**src/rtl/udp_to_sample_stream.sv**
```systemverilog
// Receive-side depacketizer: validates the 8-byte sample-link header, strips it and
// forwards the payload beats through a single output register, tracking drops and gaps.
module udp_to_sample_stream #(
  parameter int          C_S00_AXIS_TDATA_WIDTH = 64,
  parameter int          C_S00_AXIS_TKEEP_WIDTH = 8,
  parameter int          C_M00_AXIS_TDATA_WIDTH = 64,
  parameter logic [15:0] MAGIC                  = 16'hA55A,
  parameter int          MAX_BEATS              = 2048
) (
  input  logic                              s00_axis_aclk,
  input  logic                              s00_axis_aresetn,
  input  logic [C_S00_AXIS_TDATA_WIDTH-1:0] s00_axis_tdata,
  input  logic [C_S00_AXIS_TKEEP_WIDTH-1:0] s00_axis_tkeep,
  input  logic                              s00_axis_tvalid,
  input  logic                              s00_axis_tlast,
  input  logic                              s00_axis_tuser,
  output logic                              s00_axis_tready,
  output logic [C_M00_AXIS_TDATA_WIDTH-1:0] m00_axis_tdata,
  output logic                              m00_axis_tvalid,
  output logic                              m00_axis_tlast,
  output logic                              m00_axis_tuser,
  input  logic                              m00_axis_tready,
  output logic [31:0]                       seq_expected,
  output logic [31:0]                       frame_count,
  output logic [15:0]                       drop_count,
  output logic [15:0]                       gap_count,
  output logic                              locked
);

  localparam int          IDX_W   = (MAX_BEATS > 1) ? $clog2(MAX_BEATS) : 1;
  localparam logic [15:0] MAX_LEN = 16'(MAX_BEATS);

  typedef enum logic [1:0] {
    IDLE    = 2'd0,
    PAYLOAD = 2'd1,
    DISCARD = 2'd2
  } state_t;

  state_t           state, state_nxt;
  logic [IDX_W-1:0] beat_idx;
  logic [IDX_W-1:0] beat_end;     // N-1, index of the final payload beat
  logic             sticky_err;

  logic [15:0] hdr_magic;
  logic [15:0] hdr_len;
  logic [31:0] hdr_seq;
  logic        hdr_ok;
  logic        beat_err;
  logic        in_fire;

  logic ready_int;
  logic hdr_accept;
  logic hdr_drop;
  logic load_out;
  logic load_last;
  logic load_user;

  assign hdr_magic = s00_axis_tdata[63:48];
  assign hdr_len   = s00_axis_tdata[47:32];
  assign hdr_seq   = s00_axis_tdata[31:0];
  assign hdr_ok    = (hdr_magic == MAGIC) && (hdr_len != 16'd0) &&
                     (hdr_len <= MAX_LEN) && !s00_axis_tlast;
  assign beat_err  = s00_axis_tuser || (s00_axis_tkeep != '1);

  // Ready is forced low while reset is held so no beat is taken during reset.
  assign s00_axis_tready = ready_int && s00_axis_aresetn;
  assign in_fire         = s00_axis_tvalid && s00_axis_tready;

  always_ff @(posedge s00_axis_aclk or negedge s00_axis_aresetn) begin
    if (!s00_axis_aresetn) state <= IDLE;
    else                   state <= state_nxt;
  end

  // NOTE: every output of this block gets a default first, otherwise a branch that
  // skips an assignment would infer a latch.
  always_comb begin
    state_nxt  = state;
    ready_int  = 1'b1;
    hdr_accept = 1'b0;
    hdr_drop   = 1'b0;
    load_out   = 1'b0;
    load_last  = 1'b0;
    load_user  = 1'b0;

    unique case (state)
      IDLE: begin
        if (in_fire) begin
          if (hdr_ok) begin
            hdr_accept = 1'b1;
            state_nxt  = PAYLOAD;
          end else begin
            hdr_drop  = 1'b1;
            state_nxt = s00_axis_tlast ? IDLE : DISCARD;
          end
        end
      end

      PAYLOAD: begin
        ready_int = !m00_axis_tvalid || m00_axis_tready;
        if (in_fire) begin
          load_out = 1'b1;
          if (beat_idx == beat_end) begin
            load_last = 1'b1;
            if (s00_axis_tlast) begin
              load_user = sticky_err || beat_err;
              state_nxt = IDLE;
            end else begin
              // Frame runs past its declared length: close it as bad, drop the rest.
              load_user = 1'b1;
              state_nxt = DISCARD;
            end
          end else if (s00_axis_tlast) begin
            load_last = 1'b1;
            load_user = 1'b1;
            state_nxt = IDLE;
          end
        end
      end

      DISCARD: begin
        if (in_fire && s00_axis_tlast) state_nxt = IDLE;
      end

      default: state_nxt = IDLE;
    endcase
  end

  // NOTE: state uses non-blocking assignments so every flop samples pre-edge values.
  always_ff @(posedge s00_axis_aclk or negedge s00_axis_aresetn) begin
    if (!s00_axis_aresetn) begin
      beat_idx     <= '0;
      beat_end     <= '0;
      sticky_err   <= 1'b0;
      seq_expected <= '0;
      frame_count  <= '0;
      drop_count   <= '0;
      gap_count    <= '0;
      locked       <= 1'b0;
    end else begin
      if (hdr_accept) begin
        beat_idx     <= '0;
        beat_end     <= IDX_W'(hdr_len - 16'd1);
        sticky_err   <= 1'b0;
        locked       <= 1'b1;
        seq_expected <= hdr_seq + 32'd1;
        if (locked && (hdr_seq != seq_expected) && (gap_count != 16'hFFFF))
          gap_count <= gap_count + 16'd1;
      end

      if (hdr_drop && (drop_count != 16'hFFFF))
        drop_count <= drop_count + 16'd1;

      if (load_out && !load_last) begin
        beat_idx   <= beat_idx + 1'b1;
        sticky_err <= sticky_err || beat_err;
      end

      if (load_out && load_last)
        frame_count <= frame_count + 32'd1;
    end
  end

  // Single output register; stalls hold data/last/user until the sink takes them.
  always_ff @(posedge s00_axis_aclk or negedge s00_axis_aresetn) begin
    if (!s00_axis_aresetn) begin
      m00_axis_tdata  <= '0;
      m00_axis_tvalid <= 1'b0;
      m00_axis_tlast  <= 1'b0;
      m00_axis_tuser  <= 1'b0;
    end else if (load_out) begin
      m00_axis_tdata  <= s00_axis_tdata;
      m00_axis_tvalid <= 1'b1;
      m00_axis_tlast  <= load_last;
      m00_axis_tuser  <= load_user;
    end else if (m00_axis_tready) begin
      m00_axis_tvalid <= 1'b0;
    end
  end

endmodule

```
**config.mk**
```make
export PLATFORM = sky130hd
export DESIGN_NAME = udp_to_sample_stream
export DESIGN_NICKNAME = d
export VERILOG_FILES = /design/src/rtl/udp_to_sample_stream.sv
export SDC_FILE = /design/constraint.sdc
export NUM_CORES = 1
export LEC_CHECK = 0
export ABC_AREA = 1
export CAP_MARGIN = 15
export CORE_UTILIZATION = 55
export CTS_BUF_LIST = sky130_fd_sc_hd__clkbuf_16
export DETAILED_ROUTE_END_ITERATION = 8
export PLACE_DENSITY_LB_ADDON = 0.1
export SLEW_MARGIN = 0
export SYNTH_ARGS = -nofsm -noshare
export SYNTH_HDL_FRONTEND = slang
export SYNTH_SLANG_ARGS = --single-unit
```
**constraint.sdc**
```tcl
create_clock -name s00_axis_aclk -period 3.5 [get_ports s00_axis_aclk]
set_input_delay 0.525 -clock s00_axis_aclk [delete_from_list [all_inputs] [get_ports s00_axis_aclk]]
set_output_delay 0.525 -clock s00_axis_aclk [all_outputs]
set_load 0.02 [all_outputs]
```
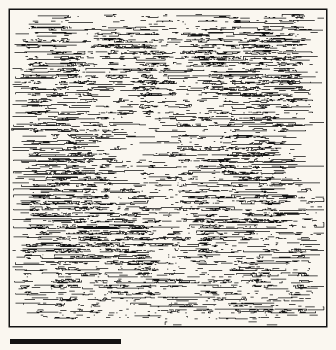
Figure 1: run 1, M1 wires.
The bar under the picture is 50 um long.
wire length on this layer: 12200 um
longest straight run: 36.8 um
main direction: horizontal
number of vias after detailed routing: 10300
met1 Track Usage GR: 37.4%

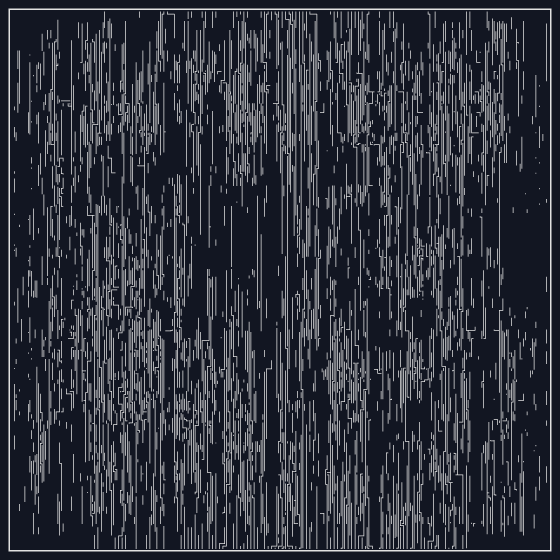
Figure 2: run 1, the metal 2 layer.
nets with wire on the layer: 1433
share of all routed wire: 48%
longest straight run: 56.1 um

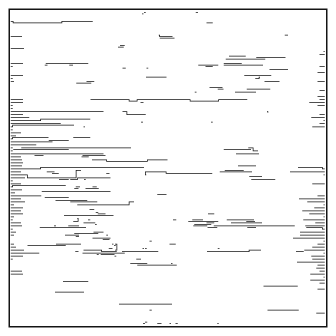
Figure 3: run 1, the metal 3 layer.
wire length on this layer: 1940 um
longest straight run: 49.2 um
main direction: horizontal
share of all routed wire: 6.7%
nets with wire on the layer: 209

run 1: power by group through the flow:
| stage | sequential, mW | clock [mW] | combinational, mW |
|---|---|---|---|
| after global placement | 2.28 | 0 | 0.433 |
| after floorplan | 2.30 | 0 | 0.175 |
| after detailed placement | 2.28 | 0 | 0.441 |
| final | 2.24 | 1.96 | 0.442 |
| after CTS | 2.24 | 1.98 | 0.444 |
| after global routing | 2.24 | 2.07 | 0.492 |
run 1: per-stage QoR:
step | area (sq um) | hold slack [ns]
global route | 14100 | 0.493
floorplan | 10900 | 0.229
finish | 14100 | 0.479
detailed placement | 13500 | 0.459
global placement | 13500 | 0.455
CTS | 14100 | 0.483
run 1: worst max-delay path, delay by kind of cell:
kind / cells / cell delay (ns)
buffers and inverters: 4 / 1.53
and+or+nand+nor: 1 / 0.12
run 1: path summary, 6_finish.rpt:
kind,start,to,slack [ns],cells after the start
max,s00_axis_aresetn,s00_axis_tready,0.78,5
min,m00_axis_tdata[47],m00_axis_tdata[47],0.48,2
max reg2reg,beat_idx[5],frame_count[8],1.29,10
min reg2reg,m00_axis_tdata[47],m00_axis_tdata[47],0.48,2
max in group asynchronous,s00_axis_aresetn,drop_count[8],1.82,3
min in group asynchronous,s00_axis_aresetn,m00_axis_tdata[53],0.56,2
run 1: state kept, by name, summed over array words and instances (netlist names), 2 cells and up:
| name | flops |
|---|---|
| drop_count | 16 |
| seq_expected | 32 |
| frame_count | 32 |
| beat_end | 11 |
| state | 2 |
| gap_count | 16 |
| m00_axis_tdata | 64 |
| beat_idx | 11 |
run 1: cell families after synthesis:
logic type      count (synthesis)
fa+ha+maj                       6
compound gates                113
xor+xnor                      104
simple gates                  866
flops                         189
buf+inv                       188
==> flow_metrics.rpt, run 1 <==
==== FLOW RESULTS ====
----------------------------------------------------
[Global route]
  Global-route wire length before repair ........................ 47100 um
  Global-route met3 utilization ........................ 6.07%
  Antenna violations before repair ........................ 1
  Global-route met2 utilization ........................ 48.9%
  Total Routing Usage GR ........................ 29.3%
  Largest net degree at the start of global routing ........................ 154
  Most crowded layer after global routing ........................ met2
  Vias in the first global route ........................ 9635
  GR Overflow Total ........................ 0

[Synthesis]
  Cells taking the most area after synthesis ........................ sky130_fd_sc_hd__dfrtp_1, sky130_fd_sc_hd__nand2_1, sky130_fd_sc_hd__xor2_1, sky130_fd_sc_hd__inv_1, sky130_fd_sc_hd__nor2_1
  Mapped Nets ........................ 1550
  Post-synth tally of flip-flops with integrated enable ........................ 0
  Proportion of synthesized area in mux cells ........................ 0%
  Post-synthesis cell type count ........................ 38
  Post-synthesis cell area ........................ 10900 sq um
  Syn Inst Count ........................ 1466
  Number of cells in Yosys stat ........................ 1466
  Leading area contributor after synthesis ........................ sky130_fd_sc_hd__dfrtp_1
  Share of flip-flops with an asynchronous set or reset after synthesis ........................ 100%
  Flip-flop and latch count after synthesis ........................ 189
  Combinational family with the most area after synthesis ........................ simple AND/OR/NAND/NOR gates
  Number of warnings reported in the yosys synthesis log ........................ 0
  Yosys top cell by instances ........................ sky130_fd_sc_hd__nand2_1
  Area fraction in full adders, half adders and majority gates ........................ 0.688%
  Parity-gate share of the synthesized area counting xor and xnor cells ........................ 8.34%
  Compound-Gate Fraction of Synth Area ........................ 5.82%
  Dominant register cell in the synthesized netlist ........................ sky130_fd_sc_hd__dfrtp_1
  Share of the yosys chip area belonging to registers ........................ 43.3%
  Area share of and/or/nand/nor cells after synthesis ........................ 34.1%
  Area reported by Yosys stat ........................ 10900 sq um
  Share of the synthesized area in the top cell type ........................ 43.3%
  Top cells by count ........................ sky130_fd_sc_hd__nand2_1, sky130_fd_sc_hd__dfrtp_1, sky130_fd_sc_hd__inv_1, sky130_fd_sc_hd__nor2_1, sky130_fd_sc_hd__o21ai_0

[Finish]
  Sequential share of cell area ........................ 33.6%
  Fraction of area in non-clock buffers ........................ 17.9%
  Count of flip-flops and latches ........................ 189
  Cell group occupying the most layout area ........................ logic gates
  Clock buffer cells ........................ 17
  Clock buffers and inverters, area share ........................ 4.18%
  MI comb cells ........................ 1089
  Fraction of area in multi-input gates ........................ 38.0%
  Leading cell type in the layout, fill and taps excluded ........................ sky130_fd_sc_hd__nand2_1
  Cell Count, Final, Fillers Out ........................ 1975
  Commonest cells after routing, fill and taps aside ........................ sky130_fd_sc_hd__nand2_1, sky130_fd_sc_hd__clkdlybuf4s50_1, sky130_fd_sc_hd__dfrtp_1, sky130_fd_sc_hd__inv_1, sky130_fd_sc_hd__nor2_1
  Number of inverters outside the clock class in the layout ........................ 146
  Total of plain and repair buffers excluding clock buffers ........................ 253
  Combinational gate area ........................ 5350 sq um
  Filler Cell Count ........................ 1570
  Area Overhead vs Synth ........................ 29.0%
  Final antenna diode count ........................ 1
  Final design utilization ........................ 72.3%
  Final-stage net count ........................ 1780
  Layout cells sized above 1 ........................ 6.38%
  Seq. cell area ........................ 4730 sq um

[Power]
  Switching Power ........................ 1.18 mW
  Part of the power in combinational logic ........................ 9.5%
  Maximum vdd ir drop ........................ 0.349 mV
  P per Cell Area ........................ 330 nW/um^2
  Part of the power in registers ........................ 48.3%
  Switching share of total power ........................ 25.5%
  Share of total power in the clock network ........................ 42.2%
  Leakage power of the design ........................ 6.72 nW
  Internal power consumption ........................ 3.46 mW
  Total power consumption of the routed design ........................ 4.64 mW

[Route]
  Final antenna-violating net count ........................ 0
  Remaining design rule violation count ........................ 2
  Met1 wire length ........................ 12200 um
  DR WL/cell ........................ 14.6 um
  Uppermost signal routing layer after detailed routing ........................ met4
  Met2 WL post-DR ........................ 14000 um
  Total iterations of the first detailed-routing run ........................ 7
  Via density per instance ........................ 5.20
  Iter 0 DRT Violations ........................ 658
  Final wirelength ........................ 28900 um
  DR WL met3 ........................ 1940 um

[Floorplanning]
  Die extent in x ........................ 143 um
  Boundary pin count ........................ 243
  Number of cell rows ........................ 51
  Floorplan Utilization ........................ 56.1%
  Vertical die dimension ........................ 143 um
  Area of the die ........................ 20400 sq um
  Number of tap cells added at floorplan ........................ 265
  Placeable core area ........................ 19500 sq um

[Final timing]
  Number of hold violations in the final report ........................ 0
  Final max-slew violation count ........................ 0
  Final setup skew ........................ 0.0123 ns
  Final setup violating endpoints ........................ 0
  Summed negative setup slack over all endpoints ........................ 0 ns
  Max-slew headroom at the worst pin ........................ 33.1%
  Slew at the pin with the worst max-slew slack ........................ 1.00 ns
  Tcrit/Tclk final ........................ 77.6%
  Unrepaired setup endpoints after global routing ........................ false
  Post-layout min period ........................ 2.72 ns
  Max Clk Rate ........................ 368 MHz
  Setup slack of the critical path after layout ........................ 0.783 ns

[Setup path]
  Critical path peak fanout ........................ 38
  Critical setup path kind ........................ in2out
  Startpoint Class ........................ input pin
  Worst path max stage delay ........................ 0.60 ns
  Data arrival, critical path ........................ 2.19 ns
  Critical-path cell list ........................ dlygate4sd3_1 > clkbuf_8 > nand2_2 > inv_1 > clkdlybuf4s50_1
  Required time at the worst-slack endpoint ........................ 2.97 ns
  Critical path capture point type ........................ output port
  Slowest-stage cell, CP ........................ sky130_fd_sc_hd__clkdlybuf4s50_1

[Clock network]
  Number of gates resized after cts ........................ 0
  Clk latency late pin ........................ 0.44 ns
  Sinks on the clock net ........................ 189
  Count of hold-fix buffers inserted at cts ........................ 1
  Clock-pin transition on the worst setup and hold timing paths ........................ 0.07 ns
  Count of H-tree levels built during CTS ........................ 4
  Cts bufs inserted ........................ 17
  Root Driver ........................ sky130_fd_sc_hd__clkbuf_16
  Clock tree from TritonCTS ........................ built
  Maximum root-to-sink buffer count ........................ 2

[Placed design]
  Tally of buffers added on design ports ........................ 242
  GPL Wtd Cong ........................ 0.945
  Dpl hpwl ........................ 21100 um
  Worst slack at placement ........................ 0.614 ns

[Worst hold path]
  Worst min-delay path category ........................ reg2reg

[Outcome]
  Run status ........................ complete, but fails checks
  Violations in the final reports ........................ design-rule violations

[Run]
  Count of maximum capacitance violations ........................ 0
  Warning total across the stage logs ........................ 30

----------------------------------------------------
--- run 2 (diff from run 1) ---
--- a/config.mk
+++ b/config.mk
@@ -7,7 +7,7 @@
 export LEC_CHECK = 0
 export ABC_AREA = 1
 export CAP_MARGIN = 15
-export CORE_UTILIZATION = 55
+export CORE_UTILIZATION = 52
 export CTS_BUF_LIST = sky130_fd_sc_hd__clkbuf_16
 export DETAILED_ROUTE_END_ITERATION = 8
 export PLACE_DENSITY_LB_ADDON = 0.1
==> constraint.sdc (replaced) <==
create_clock -name s00_axis_aclk -period 2.65 [get_ports s00_axis_aclk]
set_input_delay 0.3975 -clock s00_axis_aclk [delete_from_list [all_inputs] [get_ports s00_axis_aclk]]
set_output_delay 0.3975 -clock s00_axis_aclk [all_outputs]
set_load 0.02 [all_outputs]
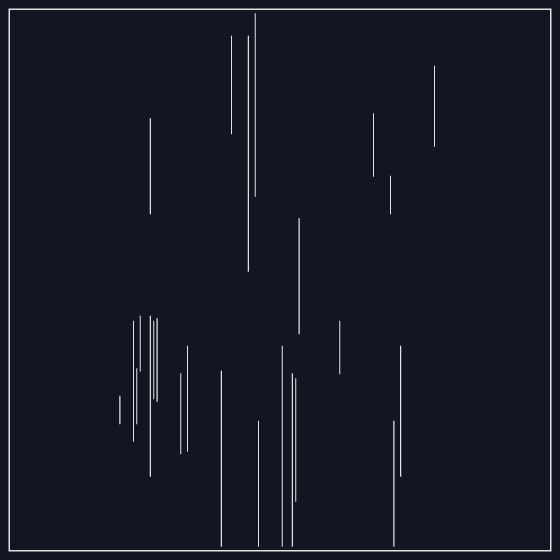
Figure 4: run 2, signal wires on met4.
main direction: vertical
share of all routed wire: 2.6%
wire length on this layer: 753 um
longest straight run: 63.9 um
nets with wire on the layer: 20

==> run 2 against run 1 <==
Net effect:
- the run now ends clean
- clock power increased by 35%
- die size increased by 5.7%
- synthesized cell count unchanged
- combinational power increased by 35%
- critical path depth increased by 2
- worst hold slack got worse by 0.27 ns
- global-route usage decreased by 1.6 points
==> flow_metrics.rpt, run 2 <==
==== FLOW RESULTS ====
----------------------------------------------------
[Outcome]
  Run status ........................ finished clean (was complete, but fails checks)

[Finish]
  Largest register FFs ........................ 64 (unchanged)
  Final design utilization ........................ 69.5% (was 72.3%)
  Final antenna diode count ........................ 0 (was 1)
  Final-stage net count ........................ 1789 (was 1780)
  Register bank with the most flops ........................ m00_axis_tdata (unchanged)
  Area Overhead vs Synth ........................ 30.0% (was 29.0%)
  Commonest cells after routing, fill and taps aside ........................ sky130_fd_sc_hd__nand2_1, sky130_fd_sc_hd__clkdlybuf4s50_1, sky130_fd_sc_hd__dfrtp_1, sky130_fd_sc_hd__inv_1, sky130_fd_sc_hd__nor2_1 (unchanged)
  Largest registers ........................ m00_axis_tdata: 64 flops, frame_count: 32 flops, seq_expected: 32 flops (unchanged)

[Setup path]
  Required time at the worst-slack endpoint ........................ 2.25 ns (was 2.97 ns)
  Startpoint Class ........................ flop (was input pin)
  Worst path max stage delay ........................ 0.54 ns (was 0.60 ns)
  Data arrival, critical path ........................ 1.80 ns (was 2.19 ns)
  Critical-path cell list ........................ inv_2 > nand2_2 > inv_2 > nand3_2 > nand2_2 > inv_1 > clkdlybuf4s50_1 (was dlygate4sd3_1 > clkbuf_8 > nand2_2 > inv_1 > clkdlybuf4s50_1)
  Critical path capture point type ........................ output port (unchanged)
  Critical path peak fanout ........................ 3 (was 38)

[Power]
  Maximum vdd ir drop ........................ 0.369 mV (was 0.349 mV)
  Total power consumption of the routed design ........................ 6.19 mW (was 4.64 mW)
  Internal power consumption ........................ 4.65 mW (was 3.46 mW)
  Switching share of total power ........................ 25.0% (was 25.5%)
  Share of total power in the clock network ........................ 42.6% (was 42.2%)
  P per Cell Area ........................ 436 nW/um^2 (was 330 nW/um^2)
  Part of the power in combinational logic ........................ 9.6% (was 9.5%)

[Final timing]
  Final max-slew violation count ........................ 0 (unchanged)
  Post-layout min period ........................ 2.20 ns
  Max-slew headroom at the worst pin ........................ 33.9% (was 33.1%)
  Slew at the pin with the worst max-slew slack ........................ 0.991 ns (was 1.00 ns)
  Unrepaired setup endpoints after global routing ........................ false (unchanged)
  Setup slack of the critical path after layout ........................ 0.453 ns (was 0.783 ns)
  Max Clk Rate ........................ 455 MHz
  Summed negative setup slack over all endpoints ........................ 0 ns (unchanged)
  Minimum hold slack ........................ 0.209 ns (was 0.479 ns)
  Final setup violating endpoints ........................ 0 (unchanged)
  Final setup skew ........................ 0.0106 ns (was 0.0123 ns)
  Number of hold violations in the final report ........................ 0 (unchanged)
  Tcrit/Tclk final ........................ 82.9%

[Clock network]
  Clock tree from TritonCTS ........................ built (unchanged)
  Clk latency late pin ........................ 0.43 ns (was 0.44 ns)
  Root Driver ........................ sky130_fd_sc_hd__clkbuf_16 (unchanged)
  Count of hold-fix buffers inserted at cts ........................ 0 (was 1)
  Cts bufs inserted ........................ 17 (unchanged)
  Maximum root-to-sink buffer count ........................ 2 (unchanged)
  Number of gates resized after cts ........................ 0 (unchanged)
  Sinks on the clock net ........................ 189 (unchanged)

[Route]
  Iter 0 DRT Violations ........................ 642 (was 658)
  Remaining design rule violation count ........................ 0 (was 2)
  Total iterations of the first detailed-routing run ........................ 5 (was 7)
  Final antenna-violating net count ........................ 0 (unchanged)
  Final wirelength ........................ 28700 um (was 28900 um)

[Synthesis]
  Syn Inst Count ........................ 1466 (unchanged)
  Compound-Gate Fraction of Synth Area ........................ 5.82% (unchanged)
  Leading area contributor after synthesis ........................ sky130_fd_sc_hd__dfrtp_1 (unchanged)
  Number of warnings reported in the yosys synthesis log ........................ 0 (unchanged)
  Number of cells in Yosys stat ........................ 1466 (unchanged)
  Post-synth tally of flip-flops with integrated enable ........................ 0 (unchanged)
  Combinational family with the most area after synthesis ........................ simple AND/OR/NAND/NOR gates (unchanged)
  Share of flip-flops with an asynchronous set or reset after synthesis ........................ 100% (unchanged)
  Cells taking the most area after synthesis ........................ sky130_fd_sc_hd__dfrtp_1, sky130_fd_sc_hd__nand2_1, sky130_fd_sc_hd__xor2_1, sky130_fd_sc_hd__inv_1, sky130_fd_sc_hd__nor2_1 (unchanged)
  Proportion of synthesized area in mux cells ........................ 0% (unchanged)
  Area share of and/or/nand/nor cells after synthesis ........................ 34.1% (unchanged)
  Area fraction in full adders, half adders and majority gates ........................ 0.688% (unchanged)
  Top cells by count ........................ sky130_fd_sc_hd__nand2_1, sky130_fd_sc_hd__dfrtp_1, sky130_fd_sc_hd__inv_1, sky130_fd_sc_hd__nor2_1, sky130_fd_sc_hd__o21ai_0 (unchanged)
  Share of the yosys chip area belonging to registers ........................ 43.3% (unchanged)
  Share of the synthesized area in the top cell type ........................ 43.3% (unchanged)
  Flip-flop and latch count after synthesis ........................ 189 (unchanged)

[Floorplanning]
  Floorplan Utilization ........................ 53.4% (was 56.1%)
  Die extent in x ........................ 147 um (was 143 um)
  Area of the die ........................ 21600 sq um (was 20400 sq um)
  Vertical die dimension ........................ 147 um (was 143 um)
  Number of cell rows ........................ 52 (was 51)

[Run]
  Count of maximum capacitance violations ........................ 0 (unchanged)

[Placed design]
  GPL Wtd Cong ........................ 0.910 (was 0.945)
  Dpl hpwl ........................ 21200 um (was 21100 um)
  Total cell area at the placement stage ........................ 13600 sq um (was 13500 sq um)
  Worst slack at placement ........................ -0.00603 ns (was 0.614 ns)

[Global route]
  Antenna violations before repair ........................ 0 (was 1)
  Vias in the first global route ........................ 9768 (was 9635)
  GR Overflow Total ........................ 0 (unchanged)
  Global-route wire length before repair ........................ 48100 um (was 47100 um)
  Largest net degree at the start of global routing ........................ 190 (was 154)

----------------------------------------------------
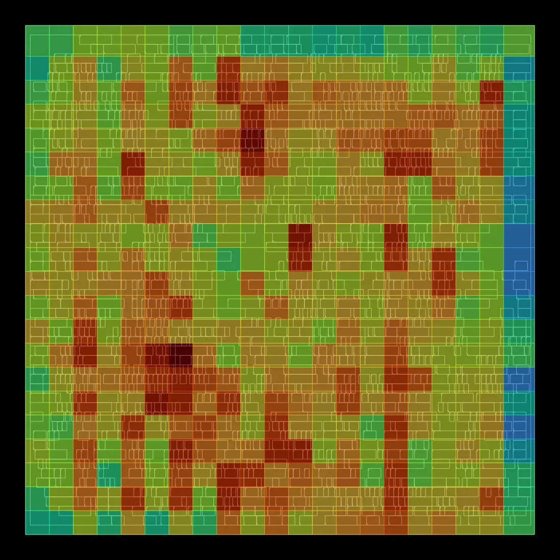
Figure 5: run 2, routing congestion map.
most crowded layer after global routing: met2
Total Routing Usage GR: 27.7%
global-route met3 utilization: 5.93%

## run 2: cell counts after synthesis
No cell type changed its count.
## run 2: worst paths after layout
| check | start | slack, ns | end | cells past startpoint |
|---|---|---|---|---|
| worst min-delay path | s00_axis_aresetn | 0.21 | m00_axis_tdata[58] | 2 |
| max in group asynchronous | s00_axis_aresetn | 1.75 | m00_axis_tdata[37] | 2 |
| worst max-delay path | state[1] | 0.45 | s00_axis_tready | 7 |
| worst max register to register | gap_count[0] | 0.50 | gap_count[5] | 9 |
| worst min register to register | m00_axis_tdata[54] | 0.48 | m00_axis_tdata[54] | 2 |
| min in group s00_axis_aclk | s00_axis_aresetn | 0.47 | state[0] | 6 |
## run 2: final cells by class
type / instances / area [sq um]
Clock buffer: 17 / 425
Clock inverter: 14 / 169
Fill cell: 1753 / 6240
Inverter: 146 / 552
Multi-Input combinational cell: 1089 / 5350
Sequential cell: 189 / 4730
Tap cell: 270 / 338
Timing Repair Buffer: 262 / 2630
## run 2: critical path: cells and delay by family (launching register included)
family                 cells  cell delay [ns]
buffers and inverters      4             0.74
DFF                        1             0.41
and+or+nand+nor            3             0.21
## run 2: power groups by stage
stage	Clock [mW]	Sequential, mW	Combinational, mW
6_report	2.64	2.96	0.595
5_1_grt	2.78	2.97	0.664
4_1_cts	2.69	2.96	0.599
3_3_place_gp	0	3.01	0.584
2_1_floorplan	0	3.04	0.231
3_5_place_dp	0	3.01	0.594
## run 2: layer usage
| metal | vias to the layer above | GRT usage (%) | part of all wire (%) |
|---|---|---|---|
| li1 | 5048 | - | - |
| met4 | 0 | 10.3 | 2.6 |
| met3 | 57 | 5.93 | 6.4 |
| met5 | - | 0 | 0 |
| met1 | 4629 | 36.0 | 44 |
| met2 | 316 | 45.6 | 47 |
Power figures rest on the tool's default switching activity, not on a simulated workload.
